===== config.mk =====
export PLATFORM = sky130hd
export DESIGN_NAME = ram_arbiter
export DESIGN_NICKNAME = d
export VERILOG_FILES = /design/src/rtl/cpu_pkg.sv /design/src/rtl/arb_port_mux.sv /design/src/rtl/ram_arbiter.sv
export SDC_FILE = /design/constraint.sdc
export NUM_CORES = 1
export LEC_CHECK = 0
export CORE_MARGIN = 2
export CORE_UTILIZATION = 35
export CTS_BUF_LIST = sky130_fd_sc_hd__clkbuf_8
export CTS_CLUSTER_DIAMETER = 150
export DETAILED_ROUTE_END_ITERATION = 16
export PLACE_DENSITY_LB_ADDON = 0.08
export RECOVER_POWER = 25
export SYNTH_ARGS = -nofsm -noshare
export SYNTH_HDL_FRONTEND = slang
export SYNTH_SLANG_ARGS = --single-unit
export TNS_END_PERCENT = 1

===== constraint.sdc =====
create_clock -name clk -period 3.4 [get_ports clk]
set_clock_uncertainty 0.1 [all_clocks]
set_input_delay 0.51 -clock clk [delete_from_list [all_inputs] [get_ports clk]]
set_output_delay 0.51 -clock clk [all_outputs]
set_load 0.01 [all_outputs]

===== src/rtl/cpu_pkg.sv =====
// rtl/cpu_pkg.sv - shared arbiter state type, access size codes and bus width defaults
package cpu_pkg;

    localparam int ADDR_W_DEF = 17;
    localparam int DATA_W_DEF = 32;

    localparam logic [1:0] DT_BYTE = 2'b00;
    localparam logic [1:0] DT_HALF = 2'b01;
    localparam logic [1:0] DT_WORD = 2'b10;

    typedef enum logic [1:0] {
        IDLE  = 2'd0,
        LOCK0 = 2'd1,
        LOCK1 = 2'd2
    } arb_state_t;

endpackage


===== src/rtl/arb_port_mux.sv =====
// rtl/arb_port_mux.sv - steers the shared RAM port from whichever requester holds the grant
module arb_port_mux #(
    parameter int ADDR_W = 17,
    parameter int DATA_W = 32
) (
    input  logic              gnt0,
    input  logic              gnt1,
    input  logic              p0_req,
    input  logic              p0_we,
    input  logic [ADDR_W-1:0] p0_addr,
    input  logic [DATA_W-1:0] p0_wdata,
    input  logic [1:0]        p0_dtype,
    input  logic              p1_req,
    input  logic              p1_we,
    input  logic [ADDR_W-1:0] p1_addr,
    input  logic [DATA_W-1:0] p1_wdata,
    input  logic [1:0]        p1_dtype,
    output logic              ram_we,
    output logic [ADDR_W-1:0] ram_addr,
    output logic [DATA_W-1:0] ram_wd,
    output logic [1:0]        ram_dtype
);

    always_comb begin
        ram_we    = 1'b0;
        ram_addr  = '0;
        ram_wd    = '0;
        ram_dtype = 2'b00;
        if (gnt0) begin
            ram_we    = p0_we & p0_req;
            ram_addr  = p0_addr;
            ram_wd    = p0_wdata;
            ram_dtype = p0_dtype;
        end else if (gnt1) begin
            ram_we    = p1_we & p1_req;
            ram_addr  = p1_addr;
            ram_wd    = p1_wdata;
            ram_dtype = p1_dtype;
        end
    end

endmodule


===== src/rtl/ram_arbiter.sv =====
// rtl/ram_arbiter.sv - two-port data RAM arbiter with lock ownership and read capture
// RAM_ARB_FIXED_PRIO_EN: port 0 wins every tie instead of round-robin.
module ram_arbiter
    import cpu_pkg::*;
#(
    parameter int ADDR_W   = ADDR_W_DEF,
    parameter int DATA_W   = DATA_W_DEF,
    parameter int LOCK_MAX = 16
) (
    input  logic              clk,
    input  logic              rst,
    input  logic              p0_req,
    input  logic              p0_we,
    input  logic              p0_lock,
    input  logic [ADDR_W-1:0] p0_addr,
    input  logic [DATA_W-1:0] p0_wdata,
    input  logic [1:0]        p0_dtype,
    output logic              p0_gnt,
    output logic              p0_rvalid,
    output logic [DATA_W-1:0] p0_rdata,
    input  logic              p1_req,
    input  logic              p1_we,
    input  logic              p1_lock,
    input  logic [ADDR_W-1:0] p1_addr,
    input  logic [DATA_W-1:0] p1_wdata,
    input  logic [1:0]        p1_dtype,
    output logic              p1_gnt,
    output logic              p1_rvalid,
    output logic [DATA_W-1:0] p1_rdata,
    output logic              ram_we,
    output logic [ADDR_W-1:0] ram_addr,
    output logic [DATA_W-1:0] ram_wd,
    output logic [1:0]        ram_dtype,
    input  logic [DATA_W-1:0] ram_rd
);

    localparam int CNT_W = $clog2(LOCK_MAX + 1);
    localparam logic [CNT_W-1:0] CNT_LAST = CNT_W'(LOCK_MAX - 1);
    localparam logic [CNT_W-1:0] CNT_ONE  = CNT_W'(1);

    arb_state_t       state, state_n;
    logic [CNT_W-1:0] lock_cnt, lock_cnt_n;
    logic             gnt0, gnt1;
    logic             tie_p0;

`ifdef RAM_ARB_FIXED_PRIO_EN
    assign tie_p0 = 1'b1;
`else
    logic last_gnt, last_gnt_n;
    // last_gnt=1 means port 1 was served most recently, so port 0 takes the tie
    assign tie_p0 = last_gnt;
`endif

    always_comb begin
        gnt0       = 1'b0;
        gnt1       = 1'b0;
        state_n    = state;
        lock_cnt_n = lock_cnt;
        if (!rst) begin
            case (state)
                IDLE: begin
                    if (p0_req && p1_req) begin
                        gnt0 = tie_p0;
                        gnt1 = !tie_p0;
                    end else begin
                        gnt0 = p0_req;
                        gnt1 = p1_req;
                    end
                    if ((gnt0 && p0_lock) || (gnt1 && p1_lock)) begin
                        state_n    = gnt0 ? LOCK0 : LOCK1;
                        lock_cnt_n = CNT_ONE;
                    end
                end
                LOCK0: begin
                    gnt0 = p0_req;
                    if (!p0_req || !p0_lock || (lock_cnt == CNT_LAST && p1_req)) begin
                        state_n    = IDLE;
                        lock_cnt_n = '0;
                    end else if (lock_cnt != CNT_LAST) begin
                        lock_cnt_n = lock_cnt + CNT_ONE;
                    end
                end
                LOCK1: begin
                    gnt1 = p1_req;
                    if (!p1_req || !p1_lock || (lock_cnt == CNT_LAST && p0_req)) begin
                        state_n    = IDLE;
                        lock_cnt_n = '0;
                    end else if (lock_cnt != CNT_LAST) begin
                        lock_cnt_n = lock_cnt + CNT_ONE;
                    end
                end
                default: begin
                    state_n    = IDLE;
                    lock_cnt_n = '0;
                end
            endcase
        end
`ifndef RAM_ARB_FIXED_PRIO_EN
        last_gnt_n = gnt1 ? 1'b1 : (gnt0 ? 1'b0 : last_gnt);
`endif
    end

    always_ff @(posedge clk or posedge rst) begin
        if (rst) begin
            state    <= IDLE;
            lock_cnt <= '0;
`ifndef RAM_ARB_FIXED_PRIO_EN
            last_gnt <= 1'b1;
`endif
        end else begin
            state    <= state_n;
            lock_cnt <= lock_cnt_n;
`ifndef RAM_ARB_FIXED_PRIO_EN
            last_gnt <= last_gnt_n;
`endif
        end
    end

    always_ff @(posedge clk or posedge rst) begin
        if (rst) begin
            p0_rvalid <= 1'b0;
            p1_rvalid <= 1'b0;
            p0_rdata  <= '0;
            p1_rdata  <= '0;
        end else begin
            p0_rvalid <= gnt0 & ~p0_we;
            p1_rvalid <= gnt1 & ~p1_we;
            if (gnt0 && !p0_we) p0_rdata <= ram_rd;
            if (gnt1 && !p1_we) p1_rdata <= ram_rd;
        end
    end

    assign p0_gnt = gnt0;
    assign p1_gnt = gnt1;

    arb_port_mux #(
        .ADDR_W (ADDR_W),
        .DATA_W (DATA_W)
    ) u_mux (
        .gnt0      (gnt0),
        .gnt1      (gnt1),
        .p0_req    (p0_req),
        .p0_we     (p0_we),
        .p0_addr   (p0_addr),
        .p0_wdata  (p0_wdata),
        .p0_dtype  (p0_dtype),
        .p1_req    (p1_req),
        .p1_we     (p1_we),
        .p1_addr   (p1_addr),
        .p1_wdata  (p1_wdata),
        .p1_dtype  (p1_dtype),
        .ram_we    (ram_we),
        .ram_addr  (ram_addr),
        .ram_wd    (ram_wd),
        .ram_dtype (ram_dtype)
    );

endmodule


==> images/clock_nets.png <==
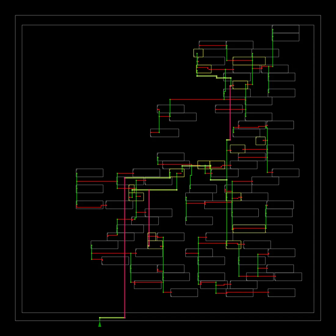
clock buffer instance count of the final layout: 9
clock latency reported for the late side of the worst-skew pair: 330 ps

==> images/clock_wires.png <==
(4 px per um)
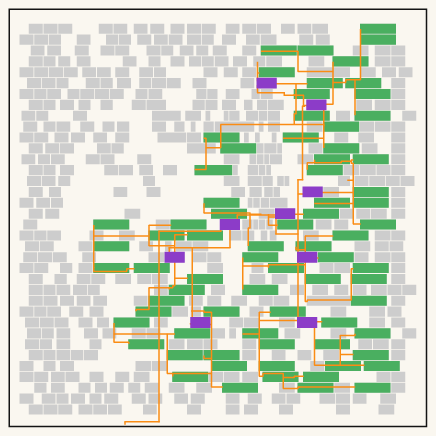
[green] flip-flops | count: 74
[purple] clock-net drivers | count: 9
[orange] clock wires | length: 818 um
routed clock nets	10

==> images/class_map.png <==
(4 px per um) Fill, decap, tap and diode cells in gray.
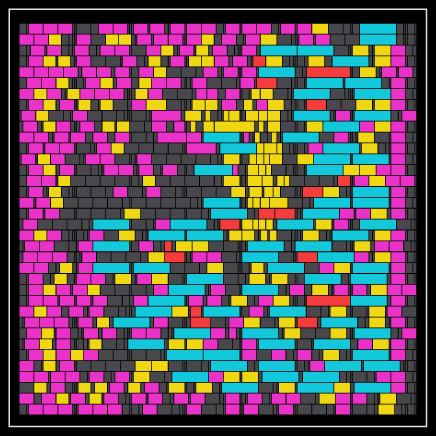
color	class	cells
magenta	remaining buffers and delay cells	271
cyan	registers	74
red	clock drivers and dummy loads	16
yellow	remaining logic cells	169

==> images/port_trees.png <==
(4 px per um)
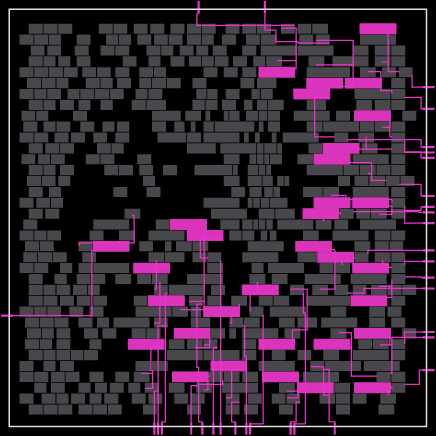
color	port	direction	end cells	buffers	wire
magenta	p1_rdata	output	32	32	986 um

==> COMMIT_EDITMSG <==
Refresh implementation metrics

- The STA report counts the stages on the worst setup path as 6.
- The cell area that synthesis handed to floorplanning was 0.00350 mm2.
* Sequential cell fraction of total power: 0.358
- Dividing the detail-routed wire length by the instance count gives 17.7 um.
- Final core utilization: 0.670
* Layout buffer count excluding clock buffers: 271
- Delay contributed by the slowest stage of the critical path: 560 ps
- Die Span Y: 104 um
- Post-CTS repair timing setup buffer count: 0
- The worst pin sits at a relative slew slack of 0.204.
- Gr busiest metal: met2
- For this design the total switching power over the nets is 0.00117 W.
* Clock sink total: 74
* Area occupied by registers: 0.00185 mm2
- Of the post-synthesis cell area, the part taken by muxes is 0.213.
- Summed over all failing endpoints, the final setup total negative slack is 0 ps.
- Max capacitance violation total: 0
* Post-synth EDFFs: 0
- Once synthesis finished, the tally of register bits stood at 74.
- Detailed routing placed a total of 6.34 mm of wire on met2.
- Counting tap cells, the placed design contains a total of 647 instances.
- The layout summary lists the proportion of cells stronger than drive strength 1 as 0.130.
* Core Region: 0.00973 mm2
* Final GP Congestion: 0.796
- Sequential-cell power consumption: 0.00141 W
- Measured on the final layout, the clock distribution area share stands at 0.0345.
* Main area contributors after synthesis: dfrtp_1 (52%), a22o_1 (13%), mux2_2 (12%)
* Count of mapped cells out of synthesis: 262
- Number of iterations in the first detailed-routing pass: 4
- Looking at the clock tree report, the maximum root-to-sink buffer count equals 2.
- Drt total wl: 11.7 mm
* Slack of the critical path: 159 ps
- Leakage power summed over all cells: 2.62 nW
* Global router's overall resource usage: 0.217
* Placed cell area: 0.00630 mm2
- Leaving out buffers and inverters, the combinational logic in the layout accounts for 0.00154 mm2.
* Number of nets at the end of the flow: 668
- Simple-gate area share of the yosys netlist: 0.0501
- The final route contains 3279 vias.
- The worst setup path is of the in -> out kind.
- Capturing point of the worst reg2reg path: state[1]
* GRT met2 Usage: 0.406
- The synthesis report gives the async set-or-reset register share as 1.00.
- Reg clk slew, reported paths: 80 ps
- Dividing total power by cell area gives a power density of 603 mW/mm2.
* Kind of launch point of the worst setup path: input pin
- After the flow finishes, the layout carries non-filler instances totaling 663.
* Power in combinational cells: 0.00177 W
* Transition time at the pin with the least slew margin: 1190 ps
* Number of inverters outside the clock class in the layout: 5
- Share of cell area taken by multi-input logic gates: 0.236
* Synthesized area per cell: 13.3 um2
* Top cell excl fill/tap: clkdlybuf4s50_1
- Dominant kind of combinational cell: multiplexers
- The first routing iteration left 90 violations.
- Combinational cell fraction of total power: 0.451
- Per the timing report, the biggest fanout along the worst path comes to 15.
* Dominant register cell: dfrtp_1
- Gates resized, CTS repair: 0
- # IOs: 262
- OpenSTA lists the critical path endpoint as ram_addr[11].
- The worst setup path is captured at an output port.
- Depth of the worst hold-timing path: 1
- Grouping stages by cell kind, the critical path spends the most delay in buffers and inverters.
* Source of the worst hold timing path: p1_rdata[17]
- Number of filler cells placed in the layout: 787
* Total die size: 0.0108 mm2
- Looking at the clock tree report, the H-tree level count equals 3.
- met3 track demand over resource after global routing is 0.0670.
- In the placement report, post-DP HPWL is listed as 9.33 mm.
- Number of sequential cells in the layout: 74
- The power report attributes to the clock group a share of 0.192.
- For reference, the placement row count at floorplan is 36.
- Worst Path Required: 2790 ps
- Number of distinct standard cells referenced by the synthesized netlist: 37
- The final report lists the setup-violating endpoint count as 0.
- Total of warnings raised by yosys: 0
- Fp_density: 0.359
- FF-to-FF path depth: 5
- The via count of the first global-routing pass came to 3405.
* Most frequent cells after synthesis: dfrtp_1 (73), a22o_1 (52), mux2_2 (37)
* Count of port buffers added during placement: 261
- Of the total synthesized cell area, the portion taken by full adders, half adders and majority gates is 0.00358.
- Logged for this run, the post-placement worst setup slack is 161 ps.
- Post-Route M1 WL: 4.31 mm
* Synthesis-to-finish area growth: 86.4%
- On met1, the global router reports a usage of 0.232.
- Summing all non-filler instances in the final layout gives an area of 0.00652 mm2.
- Internal: 0.00276 W
- Die width: 104 um
- Worst-case hold path end point: p1_rdata[17]
* Number of cells in the yosys synthesis report: 262
- The number of nets handed over by synthesis was 405.
- Switching part of the total power: 0.298
- TritonCTS created 9 clock buffers.
- Cell at the root of the clock tree: clkbuf_8
* Data arrival time at the worst-slack endpoint: 2630 ps
- Worst IR Drop VDD: 241 uV
- The critical path goes through clkdlybuf4s50_1 -> nor2b_1 -> a2111oi_4 -> buf_4 -> a22o_1 -> clkdlybuf4s50_1.
* Post-layout total power: 0.00393 W
* Maximum number of pins on one net before global-route repair: 54
- Slowest library cell on the worst path: clkdlybuf4s50_1
* Data buffer area share: 0.416
- Per the layout area report, the sequential fraction of cell area is 0.284.
* Fin. max-slew vios: 0
* Xor/xnor share: 0
- The final timing report lists a hold violation count of 0.
- Min-Delay Path Class: reg -> reg
- Area share of the largest cell type after synthesis: 0.522
- Hold is met by 387 ps.
- Start of the worst register-to-register path: lock_cnt[0]
- Total congestion overflow after global routing: 0
* Status: completed
- The synthesized netlist has a Yosys-reported chip area of 0.00350 mm2.
* Highest clock frequency the design can meet: 0.309 GHz
- Buffers inserted to repair hold after CTS numbered 0.
- Setup repair after global routing left no endpoint under its margin.
No activity file was given, so power comes from the tool's default toggle rates.
